==> src/rtl/edsac_tank_pkg.sv <==
// Shared constants and types for the mercury-tank store family.
// Counter widths are fixed at 5 bits so every tank presents the same digit/word ports.
package edsac_tank_pkg;

  localparam int WORD_BITS_DEF = 18;
  localparam int WORDS_DEF     = 32;
  localparam int LINE_BITS_DEF = WORD_BITS_DEF * WORDS_DEF;
  localparam int DIGIT_W       = 5;
  localparam int WORD_W        = 5;

  typedef struct packed {
    logic [WORD_W-1:0]  word;
    logic [DIGIT_W-1:0] digit;
  } tank_pos_t;

  // Recirculation gate: clear removes the old bit, write ORs a one in.
  function automatic logic gate_bit(input logic e, input logic t_in, input logic t_clr);
    return (~t_clr & e) | t_in;
  endfunction

endpackage

==> src/rtl/tank_timing.sv <==
// Digit/word position counter for one tank, plus the registered revolution sync.
// pos names the slot whose bit exits on the current adv; it steps on that same edge.
module tank_timing
  import edsac_tank_pkg::*;
#(
  parameter int WORD_BITS = WORD_BITS_DEF,
  parameter int WORDS     = WORDS_DEF
) (
  input  logic      clk,
  input  logic      cls_neg,
  input  logic      adv,
  output tank_pos_t pos,
  output logic      word_end,
  output logic      sync
);

  localparam logic [DIGIT_W-1:0] DIGIT_LAST = DIGIT_W'(WORD_BITS - 1);
  localparam logic [WORD_W-1:0]  WORD_LAST  = WORD_W'(WORDS - 1);

  logic line_start;

  assign word_end   = (pos.digit == DIGIT_LAST);
  assign line_start = (pos.digit == '0) && (pos.word == '0);

  always_ff @(posedge clk or negedge cls_neg) begin
    if (!cls_neg) begin
      pos  <= '0;
      sync <= 1'b0;
    end else begin
      sync <= adv & line_start;
      if (adv) begin
        if (word_end) begin
          pos.digit <= '0;
          pos.word  <= (pos.word == WORD_LAST) ? '0 : pos.word + 1'b1;
        end else begin
          pos.digit <= pos.digit + 1'b1;
        end
      end
    end
  end

endmodule

==> src/rtl/tank_store_f1.sv <==
// One recirculating delay-line tank: gated shift line, registered output bit,
// and a word assembler that publishes each complete word as it leaves the line.
module tank_store_f1
  import edsac_tank_pkg::*;
#(
  parameter int WORD_BITS = WORD_BITS_DEF,
  parameter int WORDS     = WORDS_DEF,
  parameter int LINE_BITS = WORD_BITS * WORDS
) (
  input  logic                 clk,
  input  logic                 cls_neg,
  input  logic                 adv,
  input  logic                 t_in,
  input  logic                 t_clr,
  output logic                 mob_t,
  output logic [DIGIT_W-1:0]   digit,
  output logic [WORD_W-1:0]    word,
  output logic                 sync,
  output logic [WORD_BITS-1:0] word_q,
  output logic                 word_q_vld,
  output logic [WORD_W-1:0]    word_q_addr
);

  tank_pos_t pos;
  logic      word_end;

  tank_timing #(
    .WORD_BITS (WORD_BITS),
    .WORDS     (WORDS)
  ) u_timing (
    .clk      (clk),
    .cls_neg  (cls_neg),
    .adv      (adv),
    .pos      (pos),
    .word_end (word_end),
    .sync     (sync)
  );

  assign digit = pos.digit;
  assign word  = pos.word;

  logic [LINE_BITS-1:0] line_q;
  logic                 e;
  logic                 ins;

  assign e   = line_q[LINE_BITS-1];
  assign ins = gate_bit(e, t_in, t_clr);

  always_ff @(posedge clk or negedge cls_neg) begin
    if (!cls_neg) line_q <= '0;
    else if (adv) line_q <= {line_q[LINE_BITS-2:0], ins};
  end

  // Assembler image including the bit exiting now, so the last digit lands in word_q.
  logic [WORD_BITS-1:0] asm_q;
  logic [WORD_BITS-1:0] asm_nxt;

  always_comb begin
    asm_nxt            = asm_q;
    asm_nxt[pos.digit] = e;
  end

  always_ff @(posedge clk or negedge cls_neg) begin
    if (!cls_neg) begin
      mob_t       <= 1'b0;
      asm_q       <= '0;
      word_q      <= '0;
      word_q_vld  <= 1'b0;
      word_q_addr <= '0;
    end else begin
      word_q_vld <= 1'b0;
      if (adv) begin
        mob_t <= e;
        asm_q <= asm_nxt;
        if (word_end) begin
          word_q      <= asm_nxt;
          word_q_addr <= pos.word;
          word_q_vld  <= 1'b1;
        end
      end
    end
  end

endmodule

==> config.mk <==
export PLATFORM = sky130hd
export DESIGN_NAME = tank_store_f1
export DESIGN_NICKNAME = d
export VERILOG_FILES = /design/src/rtl/edsac_tank_pkg.sv /design/src/rtl/tank_timing.sv /design/src/rtl/tank_store_f1.sv
export SDC_FILE = /design/constraint.sdc
export NUM_CORES = 1
export LEC_CHECK = 0
export CAP_MARGIN = 10
export CORE_ASPECT_RATIO = 1.75
export CORE_UTILIZATION = 50
export CTS_BUF_LIST = sky130_fd_sc_hd__clkbuf_16
export CTS_CLUSTER_DIAMETER = 60
export DETAILED_ROUTE_END_ITERATION = 10
export PLACE_DENSITY = 0.69
export SKIP_LAST_GASP = 1
export SLEW_MARGIN = 15
export SYNTH_ARGS = -nofsm -noshare
export SYNTH_HDL_FRONTEND = slang
export SYNTH_SLANG_ARGS = --single-unit
==> constraint.sdc <==
create_clock -name clk -period 2 [get_ports clk]
set_clock_uncertainty 0.05 [all_clocks]
set_input_delay 0.3 -clock clk [delete_from_list [all_inputs] [get_ports clk]]
set_output_delay 0.3 -clock clk [all_outputs]
set_load 0.1 [all_outputs]
==> images/floorplan.png <==
Scale: 2 px per micron. Pins as bars on the die edge. Tap cells in gray.
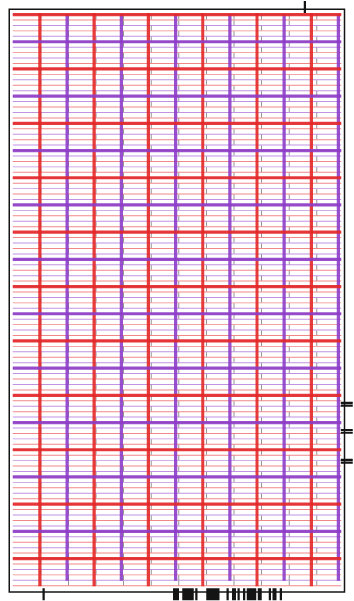
- VSS: red
- VDD: purple
- met4 straps: 12
- met1 rails: 106
- tap cells: 588
- signal pins: 41
Die H: 291 microns
VDD IR max: 0.866 mV
Die Width: 167 microns
core footprint: 46900 sq um

==> images/class_map.png <==
Scale: 2 px per micron. Fill, decap, tap and diode cells in gray.
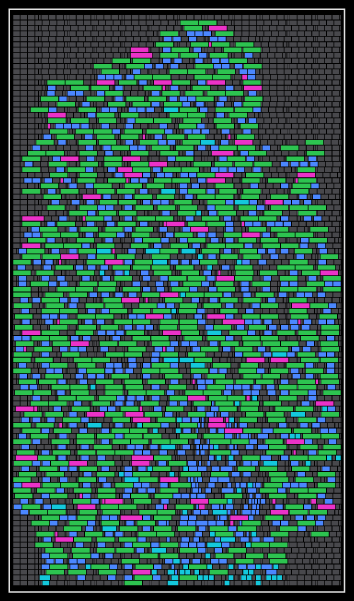
- remaining buffers and delay cells: cyan (cells 91; share of their area 3.8%)
- remaining logic cells: blue (cells 716; share of their area 29%)
- clock drivers and dummy loads: magenta (cells 101; share of their area 6.9%)
- registers: green (cells 629; share of their area 60%)

==> images/clock_wires.png <==
Scale: 1.5 px per micron.
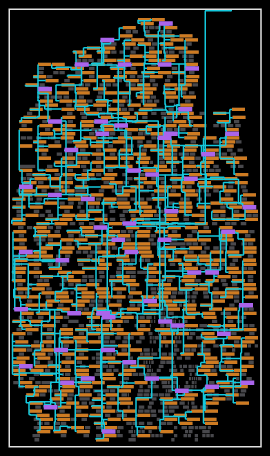
- flip-flops: orange (count 629)
- clock wires: cyan (length 6860 microns)
- clock-net drivers: purple (count 56)
- routed clock nets: 57
- flops lie: widely spread
worst skew pair latency: 0.62 ns
clock share of power: 40.5%
clk pwr: 0.0105 W

==> impl_metrics.env <==
# implementation run metrics
export IMPL_tool_warnings=34
export IMPL_pre_cts_ws_ns=0.0635
export IMPL_logic_gates=709
export IMPL_status="finished, final reports clean"
export IMPL_via_count=11200
export IMPL_tns_ns=0
export IMPL_place_inst=2022
export IMPL_grt_max_degree=102
export IMPL_fmax_mhz=515
export IMPL_cp_slowest_stage_delay_ns=0.50
export IMPL_combGateArea_sq_um=7680
export IMPL_ioPinCount=41
export IMPL_use_met3_pct=2.21
export IMPL_top_cell_area_share_pct=66.1
export IMPL_post_synth_top_area_cell="dfrtp_1"
export IMPL_clk_pin_slew_ns=0.07
export IMPL_yosys_warnings=0
export IMPL_combPwrFrac_pct=8.3
export IMPL_edf_count=0
export IMPL_grt_pass1_wl_mm=57.8
export IMPL_gp_congestion=0.771
export IMPL_path_max_fanout=5
export IMPL_grt_setup_unrepaired="true"
export IMPL_met1Wirelength_mm=13.7
export IMPL_fp_util_pct=50.7
export IMPL_setup_slack_ns=0.0571
export IMPL_common_cells="629 x dfrtp_1, 622 x mux2_2, 46 x buf_2"
export IMPL_drt_pass1_iterations=4
export IMPL_layout_cells_non_filler=2125
export IMPL_timing_rr_end="word_q[5]$_DFFE_PN0P_"
export IMPL_reg2reg_depth=5
export IMPL_finalNetCount=1506
export IMPL_route_detailed_wl_per_inst_microns=15.2
export IMPL_pg_comb_w=0.00215
export IMPL_post_cts_setup_buffer_count=0
export IMPL_numSynthFlops=629
export IMPL_gr_usage_met2_pct=24.8
export IMPL_comb_share_pct=28.4
export IMPL_hold_class="in -> async"
export IMPL_top_register="line_q"
export IMPL_drc_errors=0
export IMPL_post_route_util_pct=57.6
export IMPL_final_hold_viol_count=0
export IMPL_critPathKind="reg -> reg"
export IMPL_regArea_sq_um=15800
export IMPL_cp_arrival_ns=2.38
export IMPL_cp_required_ns=2.44
export IMPL_slowest_stage="dfrtp_4"
export IMPL_hold_ws_ns=0.116
export IMPL_synthTopLogicFamily="multiplexers"
export IMPL_ys_sh_aoi_pct=0.342
export IMPL_crit_family="multiplexers"
export IMPL_post_cts_resized=0
export IMPL_tap_cells=588
export IMPL_final_clk_cell_share_pct=6.69
export IMPL_cp_end_kind="flop"
export IMPL_finalMaxSlewViolations=0
export IMPL_setup_worst_path_start="u_timing.pos[1]$_DFFE_PN0P_"
export IMPL_cap_viol_max_count=0
export IMPL_ys_sh_xor_pct=0.0368
export IMPL_n_all_inverters=7
export IMPL_netlist_instances=1422
export IMPL_dr_wl_met2_mm=16.8
export IMPL_n_antenna_cell=0
export IMPL_mux_share_pct=30.0
export IMPL_postCtsHoldBufs=2
export IMPL_crit_path_start_kind="flop"
export IMPL_rrSetupSlack_ns=0.06
export IMPL_power_w=0.0259
export IMPL_dieArea_sq_um=48500
export IMPL_p_switching_w=0.00605
export IMPL_largest_reg_flops=576
export IMPL_n_fill_cell=3626
export IMPL_crit_top_cell="mux2_2"
export IMPL_routed_wl_mm=32.3
export IMPL_finalSetupViolations=0
export IMPL_power_frac_seq_pct=51.2
export IMPL_fin_crit_ns=1.94
export IMPL_fin_crit_sh_pct=97.1
Power is estimated from default activity; no workload was simulated.
